==> images/ff_map.png <==
(3 px per um) Other sequential cells in the stronger gray, the rest of the logic in the fainter gray.
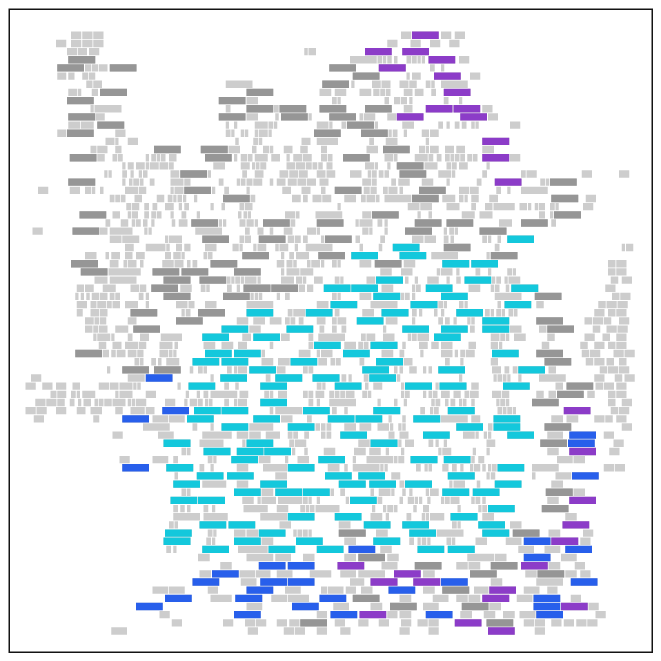
==> images/port_trees.png <==
(2 px per um)
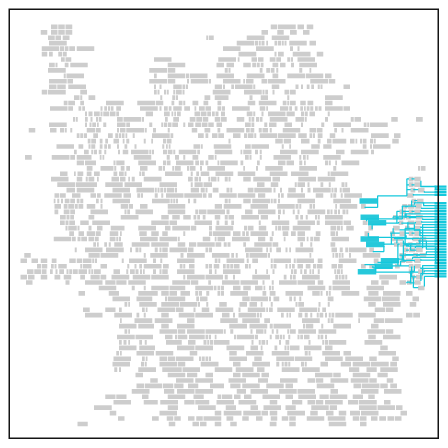
### src/rtl/ihex_loader.sv
// ----------------------------------------------------------------------------
// ihex_loader
// Streaming Intel HEX record parser. Consumes ASCII characters from the UART
// RX FIFO, checks each record's checksum, and turns accepted type-00 records
// into byte-granular write beats for the boot RAM. It also captures the
// type-04 upper address, the type-05 entry point and the type-01 EOF.
//
// Ports
//   clk_i          system clock
//   rst_i          asynchronous, active-low reset
//   rx_data_i      ASCII character from the RX FIFO
//   rx_valid_i     rx_data_i valid
//   rx_ready_o     character accepted when rx_valid_i && rx_ready_o
//   wr_addr_o      word-aligned write address
//   wr_data_o      data byte replicated on all four lanes
//   wr_strb_o      one-hot byte strobe selected by byte address [1:0]
//   wr_valid_o     write beat valid
//   wr_ready_i     write beat accepted
//   entry_o        start linear address from a type-05 record
//   entry_valid_o  entry_o loaded (sticky)
//   done_o         EOF record accepted (sticky)
//   err_o          a record was rejected (sticky)
//   err_cnt_o      rejected-record count, saturating at 255
// ----------------------------------------------------------------------------
module ihex_loader #(
    parameter int MAX_LEN = 16
) (
    input  logic        clk_i,
    input  logic        rst_i,
    input  logic [7:0]  rx_data_i,
    input  logic        rx_valid_i,
    output logic        rx_ready_o,
    output logic [31:0] wr_addr_o,
    output logic [31:0] wr_data_o,
    output logic [3:0]  wr_strb_o,
    output logic        wr_valid_o,
    input  logic        wr_ready_i,
    output logic [31:0] entry_o,
    output logic        entry_valid_o,
    output logic        done_o,
    output logic        err_o,
    output logic [7:0]  err_cnt_o
);

    // Types 04 and 05 read up to four buffered bytes, so the buffer never
    // shrinks below four entries even for a tiny MAX_LEN.
    localparam int BUF_D = (MAX_LEN < 4) ? 4 : MAX_LEN;
    localparam int IDX_W = $clog2(BUF_D);
    localparam logic [7:0] MAX_LEN_B = 8'(MAX_LEN);

    localparam logic [2:0] S_IDLE   = 3'd0;
    localparam logic [2:0] S_LEN    = 3'd1;
    localparam logic [2:0] S_ADDR   = 3'd2;
    localparam logic [2:0] S_TYPE   = 3'd3;
    localparam logic [2:0] S_DATA   = 3'd4;
    localparam logic [2:0] S_CSUM   = 3'd5;
    localparam logic [2:0] S_COMMIT = 3'd6;
    localparam logic [2:0] S_DONE   = 3'd7;

    localparam logic [7:0] CH_COLON = 8'h3A;

    function automatic logic is_hex(input logic [7:0] c);
        return ((c >= 8'h30) && (c <= 8'h39)) ||
               ((c >= 8'h41) && (c <= 8'h46)) ||
               ((c >= 8'h61) && (c <= 8'h66));
    endfunction

    // Letters A-F / a-f carry value 1..6 in their low nibble.
    function automatic logic [3:0] hex_val(input logic [7:0] c);
        if (c <= 8'h39) begin
            return c[3:0];
        end else begin
            return c[3:0] + 4'd9;
        end
    endfunction

    logic [2:0]  state_r;
    logic        nib_r;        // high nibble already captured
    logic [3:0]  hi_nib_r;
    logic [7:0]  sum_r;
    logic [7:0]  len_r;
    logic [15:0] off_r;
    logic [7:0]  type_r;
    logic [7:0]  cnt_r;
    logic [7:0]  beat_r;
    logic [15:0] ext_hi_r;
    logic [7:0]  data_buf_r [BUF_D];
    logic        rx_ready_r;
    logic [31:0] wr_addr_r;
    logic [31:0] wr_data_r;
    logic [3:0]  wr_strb_r;
    logic        wr_valid_r;
    logic [31:0] entry_r;
    logic        entry_valid_r;
    logic        done_r;
    logic        err_r;
    logic [7:0]  err_cnt_r;

    logic        acc_s;
    logic        hex_s;
    logic        colon_s;
    logic [7:0]  byte_s;
    logic [7:0]  sum_nxt_s;
    logic        type_ok_s;
    logic        rec_ok_s;
    logic        in_rec_s;
    logic        rej_s;
    logic [7:0]  load_idx_s;
    logic [31:0] baddr_s;
    logic [7:0]  bdata_s;

    // Character decode, record validation and next write-beat formation.
    always_comb begin
        acc_s     = rx_valid_i && rx_ready_r;
        hex_s     = is_hex(rx_data_i);
        colon_s   = (rx_data_i == CH_COLON);
        byte_s    = {hi_nib_r, hex_val(rx_data_i)};
        sum_nxt_s = sum_r + byte_s;
        case (type_r)
            8'h00, 8'h02, 8'h03: type_ok_s = 1'b1;
            8'h01:               type_ok_s = (len_r == 8'd0);
            8'h04:               type_ok_s = (len_r == 8'd2);
            8'h05:               type_ok_s = (len_r == 8'd4);
            default:             type_ok_s = 1'b0;
        endcase
        rec_ok_s = (sum_nxt_s == 8'h00) && type_ok_s;
        in_rec_s = (state_r == S_LEN) || (state_r == S_ADDR) || (state_r == S_TYPE) ||
                   (state_r == S_DATA) || (state_r == S_CSUM);
        if (acc_s && in_rec_s) begin
            rej_s = colon_s || !hex_s ||
                    (nib_r && (((state_r == S_LEN) && (byte_s > MAX_LEN_B)) ||
                               ((state_r == S_CSUM) && !rec_ok_s)));
        end else begin
            rej_s = 1'b0;
        end
        // Beat 0 is loaded while CSUM is accepted, later beats during COMMIT.
        if (state_r == S_COMMIT) begin
            load_idx_s = beat_r + 8'd1;
        end else begin
            load_idx_s = 8'd0;
        end
        baddr_s = {ext_hi_r, off_r + {8'h00, load_idx_s}};
        bdata_s = data_buf_r[load_idx_s[IDX_W-1:0]];
    end

    // Error flag and saturating reject counter.
    always_ff @(posedge clk_i or negedge rst_i) begin
        if (!rst_i) begin
            err_r     <= 1'b0;
            err_cnt_r <= 8'd0;
        end else if (rej_s) begin
            err_r <= 1'b1;
            if (err_cnt_r != 8'hFF) begin
                err_cnt_r <= err_cnt_r + 8'd1;
            end
        end
    end

    // Record parser FSM, data buffer, captured addresses and write beats.
    always_ff @(posedge clk_i or negedge rst_i) begin
        if (!rst_i) begin
            state_r       <= S_IDLE;
            nib_r         <= 1'b0;
            hi_nib_r      <= 4'h0;
            sum_r         <= 8'h00;
            len_r         <= 8'h00;
            off_r         <= 16'h0000;
            type_r        <= 8'h00;
            cnt_r         <= 8'h00;
            beat_r        <= 8'h00;
            ext_hi_r      <= 16'h0000;
            for (int i = 0; i < BUF_D; i++) begin
                data_buf_r[i] <= 8'h00;
            end
            rx_ready_r    <= 1'b0;
            wr_addr_r     <= 32'h0;
            wr_data_r     <= 32'h0;
            wr_strb_r     <= 4'h0;
            wr_valid_r    <= 1'b0;
            entry_r       <= 32'h0;
            entry_valid_r <= 1'b0;
            done_r        <= 1'b0;
        end else begin
            rx_ready_r <= (state_r != S_COMMIT);
            case (state_r)
                S_IDLE: begin
                    if (acc_s && colon_s) begin
                        state_r <= S_LEN;
                        sum_r   <= 8'h00;
                        nib_r   <= 1'b0;
                    end
                end
                S_LEN, S_ADDR, S_TYPE, S_DATA, S_CSUM: begin
                    if (acc_s) begin
                        if (colon_s) begin
                            state_r <= S_LEN;
                            sum_r   <= 8'h00;
                            nib_r   <= 1'b0;
                        end else if (!hex_s) begin
                            state_r <= S_IDLE;
                            nib_r   <= 1'b0;
                        end else if (!nib_r) begin
                            hi_nib_r <= hex_val(rx_data_i);
                            nib_r    <= 1'b1;
                        end else begin
                            nib_r <= 1'b0;
                            sum_r <= sum_nxt_s;
                            case (state_r)
                                S_LEN: begin
                                    len_r   <= byte_s;
                                    cnt_r   <= 8'd0;
                                    state_r <= (byte_s > MAX_LEN_B) ? S_IDLE : S_ADDR;
                                end
                                S_ADDR: begin
                                    if (cnt_r == 8'd0) begin
                                        off_r[15:8] <= byte_s;
                                        cnt_r       <= 8'd1;
                                    end else begin
                                        off_r[7:0] <= byte_s;
                                        state_r    <= S_TYPE;
                                    end
                                end
                                S_TYPE: begin
                                    type_r  <= byte_s;
                                    cnt_r   <= 8'd0;
                                    state_r <= (len_r == 8'd0) ? S_CSUM : S_DATA;
                                end
                                S_DATA: begin
                                    data_buf_r[cnt_r[IDX_W-1:0]] <= byte_s;
                                    cnt_r <= cnt_r + 8'd1;
                                    if (cnt_r == len_r - 8'd1) begin
                                        state_r <= S_CSUM;
                                    end
                                end
                                S_CSUM: begin
                                    state_r <= S_IDLE;
                                    if (rec_ok_s) begin
                                        case (type_r)
                                            8'h00: begin
                                                if (len_r != 8'd0) begin
                                                    state_r    <= S_COMMIT;
                                                    rx_ready_r <= 1'b0;
                                                    beat_r     <= 8'd0;
                                                    wr_valid_r <= 1'b1;
                                                    wr_addr_r  <= {baddr_s[31:2], 2'b00};
                                                    wr_strb_r  <= 4'b0001 << baddr_s[1:0];
                                                    wr_data_r  <= {4{bdata_s}};
                                                end
                                            end
                                            8'h01: begin
                                                state_r <= S_DONE;
                                                done_r  <= 1'b1;
                                            end
                                            8'h04: begin
                                                ext_hi_r <= {data_buf_r[0], data_buf_r[1]};
                                            end
                                            8'h05: begin
                                                entry_r <= {data_buf_r[0], data_buf_r[1],
                                                            data_buf_r[2], data_buf_r[3]};
                                                entry_valid_r <= 1'b1;
                                            end
                                            default: begin
                                                state_r <= S_IDLE;
                                            end
                                        endcase
                                    end
                                end
                                default: begin
                                    state_r <= S_IDLE;
                                end
                            endcase
                        end
                    end
                end
                S_COMMIT: begin
                    if (wr_valid_r && wr_ready_i) begin
                        if (beat_r == len_r - 8'd1) begin
                            wr_valid_r <= 1'b0;
                            state_r    <= S_IDLE;
                            rx_ready_r <= 1'b1;
                        end else begin
                            beat_r    <= beat_r + 8'd1;
                            wr_addr_r <= {baddr_s[31:2], 2'b00};
                            wr_strb_r <= 4'b0001 << baddr_s[1:0];
                            wr_data_r <= {4{bdata_s}};
                        end
                    end
                end
                S_DONE: begin
                    state_r <= S_DONE;
                end
                default: begin
                    state_r <= S_IDLE;
                end
            endcase
        end
    end

    assign rx_ready_o    = rx_ready_r;
    assign wr_addr_o     = wr_addr_r;
    assign wr_data_o     = wr_data_r;
    assign wr_strb_o     = wr_strb_r;
    assign wr_valid_o    = wr_valid_r;
    assign entry_o       = entry_r;
    assign entry_valid_o = entry_valid_r;
    assign done_o        = done_r;
    assign err_o         = err_r;
    assign err_cnt_o     = err_cnt_r;

endmodule

### config.mk
export PLATFORM = sky130hd
export DESIGN_NAME = ihex_loader
export DESIGN_NICKNAME = d
export VERILOG_FILES = /design/src/rtl/ihex_loader.sv
export SDC_FILE = /design/constraint.sdc
export NUM_CORES = 1
export LEC_CHECK = 0
export ABC_AREA = 0
export CAP_MARGIN = 20
export CORE_MARGIN = 5
export CORE_UTILIZATION = 35
export DETAILED_ROUTE_END_ITERATION = 6
export GPL_TIMING_DRIVEN = 0
export MAX_ROUTING_LAYER = met4
export PLACE_DENSITY_LB_ADDON = 0.25
export SETUP_SLACK_MARGIN = 0.05
export SYNTH_ARGS = -nofsm -noshare
export SYNTH_HDL_FRONTEND = slang
export SYNTH_SLANG_ARGS = --single-unit
### constraint.sdc
create_clock -name clk_i -period 6.4 [get_ports clk_i]
set_input_delay 1.28 -clock clk_i [delete_from_list [all_inputs] [get_ports clk_i]]
set_output_delay 1.28 -clock clk_i [all_outputs]
set_load 0.02 [all_outputs]
==> flow_summary_export.csv <==
group,metric,value,unit
run,cap_viol_max_count,0,
status,status,"finished, final reports clean",
critical_path,end_kind,"flip-flop",
synthesis,synth-seq-area-share,0.508,
critical_path,worst-setup-path-type,"input port to flip-flop",
floorplanning,initial_core_util,0.355,
synthesis,ys_warn_count,0,
timing,period_used_share,0.942,
synthesis,yosysUniqueCellTypes,73,
clock_network,postCtsSetupBuffers,0,
synthesis,yosys-stat-cells,1333,
global_routing,grt_max_degree,104,
floorplanning,dieHeight,214,um
power_and_ir_drop,powerDensity,213,nW/um^2
synthesis,synth_top_cell_by_count,"dfrtp_1",
placed_design,dp.cells,1990,
timing,fin_skew,0.0128,ns
synthesis,topCellsByArea,"dfrtp_1 (51%), mux2_2 (9.8%), nand2_1 (4.8%)",
floorplanning,coreArea,40900,um^2
clock_network,clock_path_buffers,3,
min_path,holdPathStages,2,
detailed_routing,wl,38.7,mm
min_path,hp-class,"flip-flop to flip-flop",
global_routing,grt_pass1_vias,10481,
timing,final_max_slew_viol_count,0,
placed_design,place.gp.congestion,0.906,
critical_path,crit_family,"AND-OR/OR-AND gates",
run,warnings,37,
clock_network,htreeDepth,1,
synthesis,common_cells,"dfrtp_1 (295), nand2_1 (187), mux2_2 (126), o21ai_0 (112), clkbuf_1 (60)",
detailed_routing,firstDrtPassIters,7,
synthesis,syn_inst,1333,
synthesis,syn-mean-instance-area,10.9,um^2
final_layout,antenna_cells,0,
floorplanning,pin_count,125,
final_layout,area_growth,20.2,%
clock_network,clock-sinks,295,
critical_path,worstSetupPathDepth,20,
synthesis,ys_async_sr_fraction,1.00,
detailed_routing,wl_per_cell,19.0,um
synthesis,synth_top_area_share,0.508,
critical_path,cp_slowest_cell,"clkdlybuf4s50_1",
timing,worst_slew_pin_slew,0.989,ns
floorplanning,die_area,45700,um^2
final_layout,layout.cells.non_filler,2043,
clock_network,clk_latency,0.58,ns
placed_design,dp_hpwl,28.1,mm
synthesis,netlist_area,14500,um^2
critical_path,crit_end,"wr_data_o[28]$_DFFE_PN0P_",
clock_network,cts_buffers,31,
clock_network,clk_pin_slew,0.06,ns
timing,finalHoldViolations,0,
placed_design,port_buffers,122,
synthesis,largest_area_cell,"dfrtp_1",
final_layout,layout-drive-gt1-share,0.183,
global_routing,antenna_found_initial,0,
timing,maxSlewHeadroom,0.335,
timing,rsz0062_at_grt,"yes",
floorplanning,dieWidth,214,um
detailed_routing,drc_errors,0,
global_routing,grt_usage,0.174,
final_layout,nets,1533,
synthesis,edf_count,0,
synthesis,ys_ff,295,
critical_path,cp_max_fo,10,
detailed_routing,vias,10565,
clock_network,tritoncts,"yes",
clock_network,root_buffer,"clkbuf_16",
power_and_ir_drop,ir_drop,220,uV
critical_path,path_cells,"clkdlybuf4s50_1 -> inv_1 -> ha_1 -> o21bai_1 -> a21boi_2 -> mux2i_2 -> clkbuf_4 -> inv_1 -> ha_1 -> a211o_1 -> o21ai_0 -> xnor2_1 -> nor3_1 -> and4_1 -> a31oi_1 -> a211o_1 -> buf_2 -> buf_2 -> a211oi_1 -> a21o_1",
timing,fmax,0.166,GHz
detailed_routing,ant_nets,0,
detailed_routing,drt-initial-drc-count,614,
critical_path,crit_start,"rx_data_i[0]",
synthesis,ff_type,"dfrtp_1",
min_path,hold_path_startpoint,"wr_addr_o[4]$_DFFE_PN0P_",
global_routing,grt-ovfl-total,0,
floorplanning,rows,74,
critical_path,critPathBufInv,6,
critical_path,critPathLaunchType,"input port",
global_routing,grt_pass1_wl,61.3,mm
## Picture notes: ff_map.png
`wr_addr_o`: in purple, placed flops 30. `data_buf_r`: in cyan, placed flops 128. `entry_o`: in blue, placed flops 32.
Another 105 sequential cells are not colored.

## Picture notes: port_trees.png
`wr_data_o`: in cyan, bits 32, direction output, edge right, end cells 8, buffers 56, wire 732 um.

per-stage QoR:
step | setup TNS [ns] | instance area [um^2] | hold WS (ns) | util | power (mW)
after floorplan | 0 | 14500 | 0.445 | - | 1.93
after global placement | -2658.01 | 16400 | 0.450 | 0.401 | 2.00
after detailed placement | -28.34 | 16500 | 0.460 | 0.403 | 2.01
after CTS | 0 | 17500 | 0.482 | 0.427 | 3.77
after global routing | 0 | 17500 | 0.498 | 0.427 | 3.86
final | 0 | 17500 | 0.477 | 0.427 | 3.72
worst reg2reg max path: stages (launching register included):
cell,delay [ns]
dfrtp_1,0.32
clkbuf_1,0.33
nand2_1,0.30
nor2_1,0.42
nand2_1,0.34
inv_1,0.27
buf_2,0.29
buf_1,0.54
ha_1,0.39
a21o_1,0.19
a21oi_1,0.21
o21ai_0,0.14
a2111oi_0,0.38
or3_1,0.21
nor2_1,0.09
nand3_1,0.10
xor2_1,0.15
o21ai_0,0.09
area by class of cell:
cell class	count	area, um^2	share of cell area
well taps	532	666	0.0381
clock buffers	45	888	0.0508
inverters	29	109	0.00623
multi-input cells	898	6450	0.369
clock inverters	8	83.8	0.00480
plain buffers	112	612	0.0350
flip-flops and latches	295	7380	0.422
repair buffers	124	1280	0.0733
power breakdown:
group          leakage, nW  switching, mW  total, mW  internal [mW]
logic                 3.46         0.0845      0.108         0.0238
registers             4.10              0       1.87           1.87
clock network        0.482          0.746       1.74          0.998
total                 8.04          0.831       3.72           2.89
cells in the final DEF, fill, tap and decap left out, drive strengths merged, types with 5 or more instances in the layout:
cell type,instances
xnor2,31
dfrtp,295
o221ai,18
a21o,13
ha,28
a211oi,12
mux2,156
nand4,9
a21oi,32
a311oi,17
nand2b,10
clkbuf,106
mux4,8
nor2,48
buf,54
and3,23
nor4,5
inv,30
o21ai,112
nand3,56
clkinv,6
a2111oi,6
xor2,27
clkdlybuf4s50,121
nor3,19
nand2,188
a22o,6
nor3b,6
cell families after synthesis:
logic type,share of synthesized area
other,0.000258
AOI/OAI and AO/OA,0.111
buffers and inverters,0.0492
and+or+nand+nor,0.128
xor gates and xnor gates,0.0349
muxes,0.142
adders and majority gates,0.0269
DFF,0.508
metal layers:
metal	vias up	global-route usage	routed length, um
met5	-	-	0
met4	0	0.0373	647
met3	35	0.0266	2090
met2	247	0.274	18300
met1	5262	0.242	17700
li1	5021	-	-
what timing repair did:
action | in CTS | in global routing
endpoints found under the setup margin | 1 | 60
resized | 1 | 6
hold buffers | 0 | 0
pin swaps | 0 | 0
sequential cells by signal (all words and copies together) (netlist names), 3 cells and up:
name and flops:
beat_r 8, hi_nib_r 4, type_r 8, ext_hi_r 16
sum_r 8, wr_strb_o 4, len_r 8, wr_addr_o 30
cnt_r 8, wr_data_o 8, state_r 3, data_buf_r 128
off_r 16, err_cnt_o 8, entry_o 32
No activity file was given, so power comes from the tool's default toggle rates.
